===== src/rtl/time_set_ctrl.sv =====
// time_set_ctrl: time-setting controller for the HH:MM:SS clock core.
// Debounces three active-low buttons, freezes the core while the six BCD digits
// are edited, and commits the edited time back with a one-cycle load strobe.
// Optional feature: define TIME_SET_AUTOREPEAT_EN to enable auto-repeat of the
// increment button while it is held in EDIT.
module time_set_ctrl #(
    parameter int DEBOUNCE_CYCLES = 240000,
    parameter int BLINK_CYCLES    = 6000000,
    parameter int REPEAT_CYCLES   = 3000000
) (
    input  logic        clk,
    input  logic        rst_n,
    input  logic        b_pause,
    input  logic        b_sel,
    input  logic        b_inc,
    input  logic [23:0] cur_time,
    output logic        pause,
    output logic        load,
    output logic [23:0] load_time,
    output logic [2:0]  sel,
    output logic        blank
);

    localparam int DB_W = $clog2(DEBOUNCE_CYCLES + 1);
    localparam int BL_W = $clog2(BLINK_CYCLES + 1);

    localparam logic [1:0] ST_RUN    = 2'd0;
    localparam logic [1:0] ST_EDIT   = 2'd1;
    localparam logic [1:0] ST_COMMIT = 2'd2;

    // Button index: 0 = pause, 1 = sel, 2 = inc
    logic [2:0]      raw_s;
    logic [2:0]      sync1_r;
    logic [2:0]      sync2_r;
    logic [2:0]      deb_r;
    logic [2:0]      deb_d_r;
    logic [2:0]      armed_r;
    logic [2:0]      press_r;
    logic [DB_W-1:0] db_cnt_r [3];
    logic [1:0]      warm_cnt_r;
    logic            warm_s;

    logic            pause_p_s;
    logic            sel_p_s;
    logic            inc_p_s;
    logic            inc_evt_s;

    logic [1:0]      state_r;
    logic [1:0]      state_nx_s;
    logic [23:0]     edit_r;
    logic [23:0]     edit_nx_s;
    logic [2:0]      sel_r;
    logic [2:0]      sel_nx_s;
    logic [BL_W-1:0] blink_cnt_r;
    logic [BL_W-1:0] blink_cnt_nx_s;
    logic            phase_r;
    logic            phase_nx_s;
    logic            pause_r;
    logic            load_r;
    logic            blank_r;

    // Step a BCD digit, wrapping to zero once it reaches its maximum
    function automatic logic [3:0] bcd_step(input logic [3:0] d, input logic [3:0] max_v);
        logic [3:0] r;
        if (d >= max_v) begin
            r = 4'd0;
        end else begin
            r = d + 4'd1;
        end
        return r;
    endfunction

    // Increment the digit selected by idx, keeping the hour field legal
    function automatic logic [23:0] inc_digit(input logic [23:0] t, input logic [2:0] idx);
        logic [23:0] r;
        r = t;
        case (idx)
            3'd0: r[3:0]   = bcd_step(t[3:0],   4'd9);
            3'd1: r[7:4]   = bcd_step(t[7:4],   4'd5);
            3'd2: r[11:8]  = bcd_step(t[11:8],  4'd9);
            3'd3: r[15:12] = bcd_step(t[15:12], 4'd5);
            3'd4: r[19:16] = bcd_step(t[19:16], (t[23:20] == 4'd2) ? 4'd3 : 4'd9);
            3'd5: begin
                r[23:20] = bcd_step(t[23:20], 4'd2);
                // Moving into the 20s: an hour digit above 3 would be illegal
                if ((r[23:20] == 4'd2) && (t[19:16] > 4'd3)) begin
                    r[19:16] = 4'd0;
                end else begin
                    r[19:16] = t[19:16];
                end
            end
            default: r = t;
        endcase
        return r;
    endfunction

    assign raw_s  = {b_inc, b_sel, b_pause};
    assign warm_s = (warm_cnt_r == 2'd3);

    // Two-flop synchronizer for the asynchronous buttons (idle = released = 1)
    always_ff @(posedge clk or negedge rst_n) begin
        if (!rst_n) begin
            sync1_r <= 3'b111;
            sync2_r <= 3'b111;
        end else begin
            sync1_r <= raw_s;
            sync2_r <= sync1_r;
        end
    end

    // Start-up window so the synchronizer reflects the real pins before arming
    always_ff @(posedge clk or negedge rst_n) begin
        if (!rst_n) begin
            warm_cnt_r <= 2'd0;
        end else if (!warm_s) begin
            warm_cnt_r <= warm_cnt_r + 2'd1;
        end else begin
            warm_cnt_r <= warm_cnt_r;
        end
    end

    // Debounce: accept a new level after it has differed for DEBOUNCE_CYCLES cycles
    always_ff @(posedge clk or negedge rst_n) begin
        if (!rst_n) begin
            deb_r <= 3'b111;
            for (int i = 0; i < 3; i++) begin
                db_cnt_r[i] <= '0;
            end
        end else begin
            for (int i = 0; i < 3; i++) begin
                if (sync2_r[i] != deb_r[i]) begin
                    if (db_cnt_r[i] == DB_W'(DEBOUNCE_CYCLES - 1)) begin
                        deb_r[i]    <= sync2_r[i];
                        db_cnt_r[i] <= '0;
                    end else begin
                        db_cnt_r[i] <= db_cnt_r[i] + DB_W'(1);
                    end
                end else begin
                    db_cnt_r[i] <= '0;
                end
            end
        end
    end

    // Arm a button only once it has been seen released, so a button held
    // through reset never produces a press; then form one-cycle press pulses
    always_ff @(posedge clk or negedge rst_n) begin
        if (!rst_n) begin
            armed_r <= 3'b000;
            deb_d_r <= 3'b111;
            press_r <= 3'b000;
        end else begin
            armed_r <= armed_r | ({3{warm_s}} & deb_r & sync2_r);
            deb_d_r <= deb_r;
            press_r <= armed_r & deb_d_r & ~deb_r;
        end
    end

    assign pause_p_s = press_r[0];
    assign sel_p_s   = press_r[1] & ~press_r[0];
    assign inc_p_s   = press_r[2] & ~press_r[1] & ~press_r[0];

`ifdef TIME_SET_AUTOREPEAT_EN
    localparam int RP_W = $clog2(REPEAT_CYCLES + 1);
    logic [RP_W-1:0] rep_cnt_r;
    logic            rep_hold_s;
    logic            rep_evt_s;

    assign rep_hold_s = (state_r == ST_EDIT) && !deb_r[2] && armed_r[2] && !press_r[1];
    assign rep_evt_s  = rep_hold_s && (rep_cnt_r == RP_W'(REPEAT_CYCLES - 1));
    assign inc_evt_s  = inc_p_s | (rep_evt_s & ~press_r[1] & ~press_r[0]);

    // Auto-repeat interval counter while the increment button is held in EDIT
    always_ff @(posedge clk or negedge rst_n) begin
        if (!rst_n) begin
            rep_cnt_r <= '0;
        end else if (!rep_hold_s || rep_evt_s) begin
            rep_cnt_r <= '0;
        end else begin
            rep_cnt_r <= rep_cnt_r + RP_W'(1);
        end
    end
`else
    assign inc_evt_s = inc_p_s;
`endif

    // Next-state, edit-register and digit-select logic
    always_comb begin
        state_nx_s = state_r;
        edit_nx_s  = edit_r;
        sel_nx_s   = sel_r;
        case (state_r)
            ST_RUN: begin
                if (pause_p_s) begin
                    state_nx_s = ST_EDIT;
                    edit_nx_s  = cur_time;
                    sel_nx_s   = 3'd0;
                end else begin
                    state_nx_s = ST_RUN;
                end
            end
            ST_EDIT: begin
                if (pause_p_s) begin
                    state_nx_s = ST_COMMIT;
                end else if (sel_p_s) begin
                    sel_nx_s = (sel_r >= 3'd5) ? 3'd0 : sel_r + 3'd1;
                end else if (inc_evt_s) begin
                    edit_nx_s = inc_digit(edit_r, sel_r);
                end else begin
                    state_nx_s = ST_EDIT;
                end
            end
            ST_COMMIT: state_nx_s = ST_RUN;
            default:   state_nx_s = ST_RUN;
        endcase
    end

    // Blink timing: restart visible on EDIT entry and on every edit action
    always_comb begin
        blink_cnt_nx_s = blink_cnt_r;
        phase_nx_s     = phase_r;
        if (((state_r != ST_EDIT) && (state_nx_s == ST_EDIT)) ||
            ((state_r == ST_EDIT) && (sel_p_s || inc_evt_s))) begin
            blink_cnt_nx_s = '0;
            phase_nx_s     = 1'b0;
        end else if (blink_cnt_r == BL_W'(BLINK_CYCLES - 1)) begin
            blink_cnt_nx_s = '0;
            phase_nx_s     = ~phase_r;
        end else begin
            blink_cnt_nx_s = blink_cnt_r + BL_W'(1);
        end
    end

    // State, edit registers and registered outputs
    always_ff @(posedge clk or negedge rst_n) begin
        if (!rst_n) begin
            state_r     <= ST_RUN;
            edit_r      <= 24'd0;
            sel_r       <= 3'd0;
            blink_cnt_r <= '0;
            phase_r     <= 1'b0;
            pause_r     <= 1'b0;
            load_r      <= 1'b0;
            blank_r     <= 1'b0;
        end else begin
            state_r     <= state_nx_s;
            edit_r      <= edit_nx_s;
            sel_r       <= sel_nx_s;
            blink_cnt_r <= blink_cnt_nx_s;
            phase_r     <= phase_nx_s;
            pause_r     <= (state_nx_s != ST_RUN);
            load_r      <= (state_nx_s == ST_COMMIT);
            blank_r     <= (state_nx_s == ST_EDIT) && phase_nx_s;
        end
    end

    assign pause     = pause_r;
    assign load      = load_r;
    assign load_time = edit_r;
    assign sel       = sel_r;
    assign blank     = blank_r;

endmodule


===== config.mk =====
export PLATFORM = sky130hd
export DESIGN_NAME = time_set_ctrl
export DESIGN_NICKNAME = d
export VERILOG_FILES = /design/src/rtl/time_set_ctrl.sv
export SDC_FILE = /design/constraint.sdc
export NUM_CORES = 1
export LEC_CHECK = 0
export ABC_AREA = 1
export CAP_MARGIN = 0
export CORE_MARGIN = 2
export CORE_UTILIZATION = 60
export CTS_BUF_LIST = sky130_fd_sc_hd__clkbuf_8
export CTS_CLUSTER_SIZE = 14
export DETAILED_ROUTE_END_ITERATION = 7
export PLACE_DENSITY = 0.8
export SETUP_SLACK_MARGIN = 0.3
export SLEW_MARGIN = 20
export SYNTH_ARGS = -nofsm -noshare
export SYNTH_HDL_FRONTEND = slang
export SYNTH_SLANG_ARGS = --single-unit

===== constraint.sdc =====
create_clock -name clk -period 4.9 [get_ports clk]
set_clock_uncertainty 0.2 [all_clocks]
set_input_delay 1.47 -clock clk [delete_from_list [all_inputs] [get_ports clk]]
set_output_delay 1.47 -clock clk [all_outputs]
set_load 0.02 [all_outputs]

met3.png
Bar = 20 um.
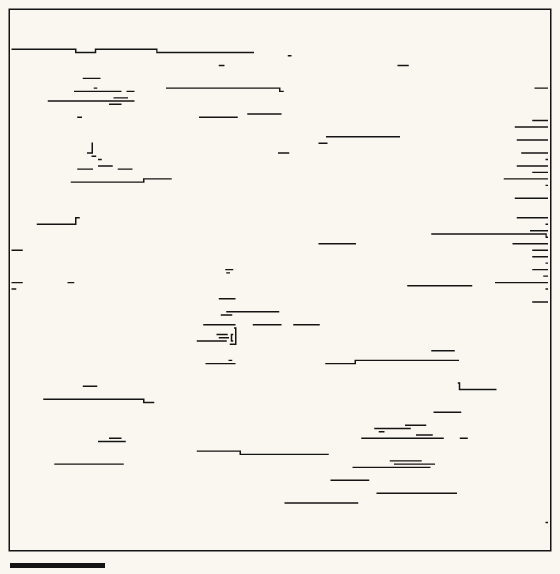
73 nets have wire on it. The wires run mostly horizontal. The longest straight run is 23.9 um.
met3 Use GR: 0.0557
DR vias: 6001
Post-Route WL: 14.2 mm

port_nets.png
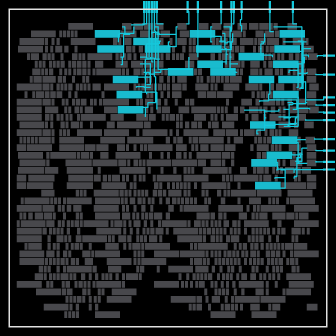
Cyan stands for `load_time`, direction output, edge 14 top, 10 right, end cells 24, buffers 24, wire 740 um.
num ports: 59
port bufs: 58

density.png
11 x 11 tiles, from black (low) to pale yellow (high), 0 to 100% covered.
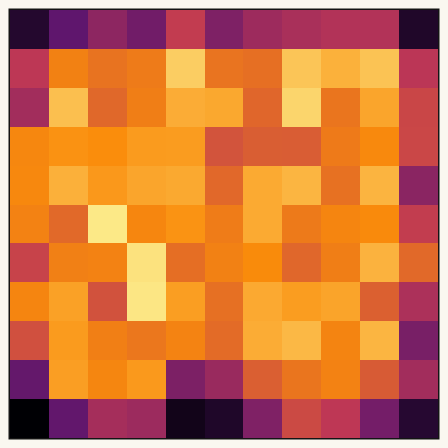
31% of the tiles are over 75% full. The mean over all tiles is 63%. 0.80% of the tiles are nearly empty. The fullest tile reaches 95%.
fin util: 0.718
FP Util: 0.622
Core ar.: 11500 sq um

==> impl_metrics.tcl <==
# collected from the flow reports
set metrics [dict create \
    status "finished, final reports clean" \
    async_flop_share 1.00 \
    rsz0062_at_grt "false" \
    yosysWarnings 0 \
    syn_area_sq_um 7170 \
    worstHoldPathType "reg2reg" \
    holdWs_ns 0.149 \
    ff_type "dfrtp_1" \
    yosysUniqueCellTypes 37 \
    area_leaders "dfrtp_1, nand2_1, nor2_1, inv_1, ha_1" \
    p_per_area_nw_per_um2 241 \
    top_cell_area_share 0.412 \
    dr.pass1.iters 5 \
    r2r-start "state_r[0]$_DFF_PN0_" \
    cts_resized 0 \
    critPathLaunch "load_time[18]$_DFFE_PN0P_" \
    critical_path.top_delay_family "buffers and inverters" \
    routed_via_density 5.11 \
    netlist.top_cell.by_area "dfrtp_1" \
    grt_max_degree 75 \
    comb_area_sq_um 3450 \
    dpl_worst_slack_ns 2.16 \
    total_power_mw 2.00 \
    worstSkewPairLatency_ns 0.45 \
    drive_gt1_frac 0.0717 \
    clock_sinks 130 \
    gp_congestion 0.920 \
    ir_drop_mv 0.259 \
    slew_viol_final 0 \
    nNonClkBuffers 60 \
    comb_cells 699 \
    clock_buffers 18 \
    fin_crit_ns 3.21 \
    warning_count 38 \
    yosysCellCount 945 \
    tightest_slew_ns 0.662 \
    r2r_cells 8 \
    inverters 111 \
    nNetsFinal 1075 \
    fin_area_sq_um 8270 \
    p_leak_nw 3.91 \
    finalSetupTns_ns 0 \
    ys.flops 130 \
    clock_path_buffers 2 \
    path_max_fanout 6 \
    die_x_um 113 \
    clkCellAreaFrac 0.0440 \
    post_cts_buffers 0 \
    setup_viol 0 \
    diodes 0 \
    lay_top_cells "nand2_1, nor2_1, dfrtp_1, inv_1, clkdlybuf4s50_1" \
    clk_root_buffer_cell "clkbuf_8" \
    dp.cells 1143 \
    cpMaxStageDelayCell "clkdlybuf4s50_1" \
    grt_use_total 0.244 \
    fp_nets 1001 \
    cts-htree-levels 4 \
    cp-end-kind "primary output" \
    antenna_found_initial 0 \
    required_ns 3.23 \
    relSlewSlack 0.558 \
    reg2reg_to "blink_cnt_r[20]$_DFF_PN0_" \
    ys_seq_frac 0.456 \
    path_class "reg2out" \
    grt_pass1_vias 5721 \
    holdBufCountCts 0 \
    period_used_share 0.656 \
    r2r_slack_ns 2.56 \
    syn2layout_area_growth_pct 15.4 \
    buf_share 0.0721 \
    syn_inst 945 \
    edf_count 0 \
    syn_avg_cell_area_sq_um 7.58 \
    die_y_um 113 \
    chip_area_sq_um 12800 \
    drc 0 \
    clkTransAtPathRegs_ns 0.08 \
    cp_cell_sequence "clkdlybuf4s50_1" \
    crit_buf_inv 1 \
    dpl.hpwl_mm 10.5 \
    cap_violations 0 \
    hp-start "sync1_r[2]$_DFF_PN1_" \
    final_antenna_net_count 0 \
    numCtsBuffers 17 \
    fmax_mhz 311 \
    ff_latch_area_sq_um 3270 \
    largestClassByArea "combinational gates" \
]
gate_families.png
Bar = 20 um.
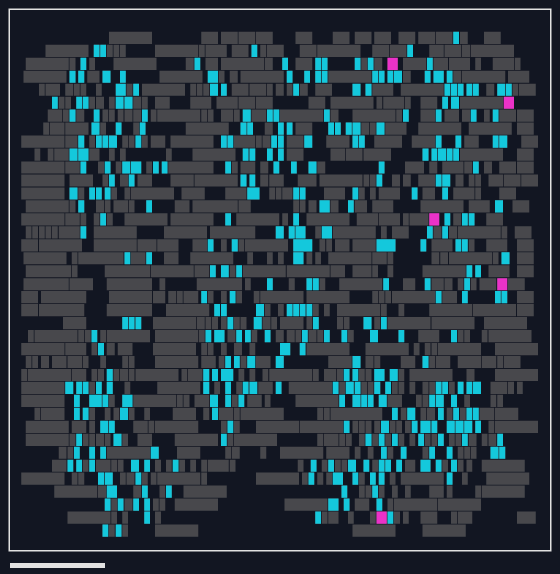
Cyan stands for NAND gates, cells 338, where widely spread. Magenta stands for AND and OR gates, cells 5.
Layout Cells excl Fill: 1175
Top cell excl fill/tap: nand2_1
Comb area share: 0.417

final_placement.png
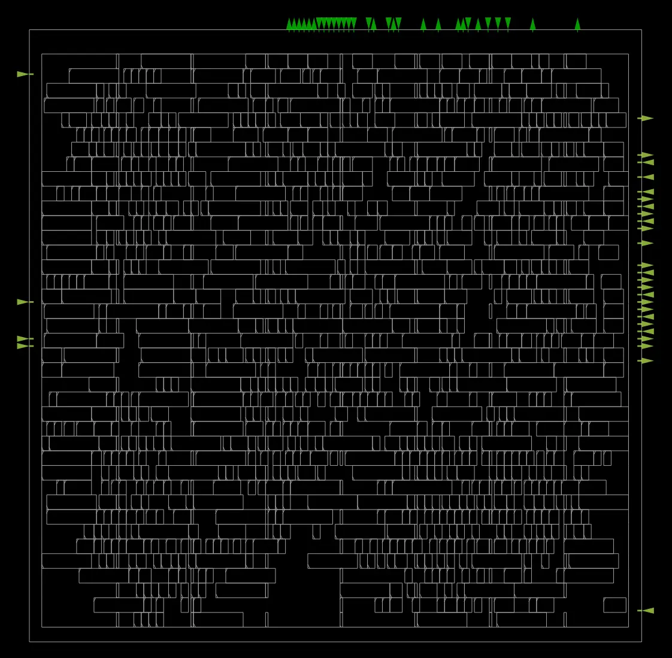
flop share of the area: 0.395
n_taps: 143
number of flip-flops and latches: 130
Fill cells: 913
FP Rows: 39

[cell usage after synthesis (all sizes together) (3+ instances only)]
cell / n
buf: 3
nor3: 15
nor2: 204
nand4: 15
xor2: 32
nand3: 54
a31o: 3
dfrtp: 118
o21ai: 41
nand3b: 3
inv: 111
nand2: 265
a21oi: 11
or2: 5
dfstp: 12
xnor2: 10
ha: 27
o211ai: 3
[state kept, by name (all words and copies together), names as in the netlist]
name and count:
warm_cnt_r 2, load_time 24, deb_r 3, phase_r 1, blink_cnt_r 23, db_cnt_r 54
load 1, deb_d_r 3, pause 1, armed_r 3, sync2_r 3, sel 3
press_r 3, blank 1, sync1_r 3, state_r 2
[cell families after synthesis]
family / synth area share
adder cells (fa/ha/maj): 0.0471
buffers and inverters: 0.0628
flip-flops: 0.456
AND-OR/OR-AND: 0.0562
multiplexers: 0.00157
AND/OR/NAND/NOR: 0.325
XOR/XNOR: 0.0513
[worst min-delay path by stage]
stage,end,cells past startpoint
3_5_place_dp,sync2_r[2]$_DFF_PN1_,0
2_1_floorplan,sync2_r[0]$_DFF_PN1_,0
5_1_grt,sync2_r[2]$_DFF_PN1_,0
4_1_cts,sync2_r[2]$_DFF_PN1_,0
3_3_place_gp,sync2_r[0]$_DFF_PN1_,0
6_report,sync2_r[2]$_DFF_PN1_,0
[metal layers]
metal  up-vias  track usage  wire, um
li1       3108            -         -
met2       144        0.391      6640
met4         0       0.0984       263
met3        26       0.0557       624
met5         -            0         0
met1      2723        0.323      6650
[where the power goes]
part / switching (mW) / internal (mW) / total [mW] / leakage (nW)
Sequential: 0.00569 / 1.08 / 1.09 / 1.62
Combinational: 0.0410 / 0.0307 / 0.0718 / 2.10
Clock: 0.425 / 0.411 / 0.835 / 0.192
Power and IR drop assume default switching activity.
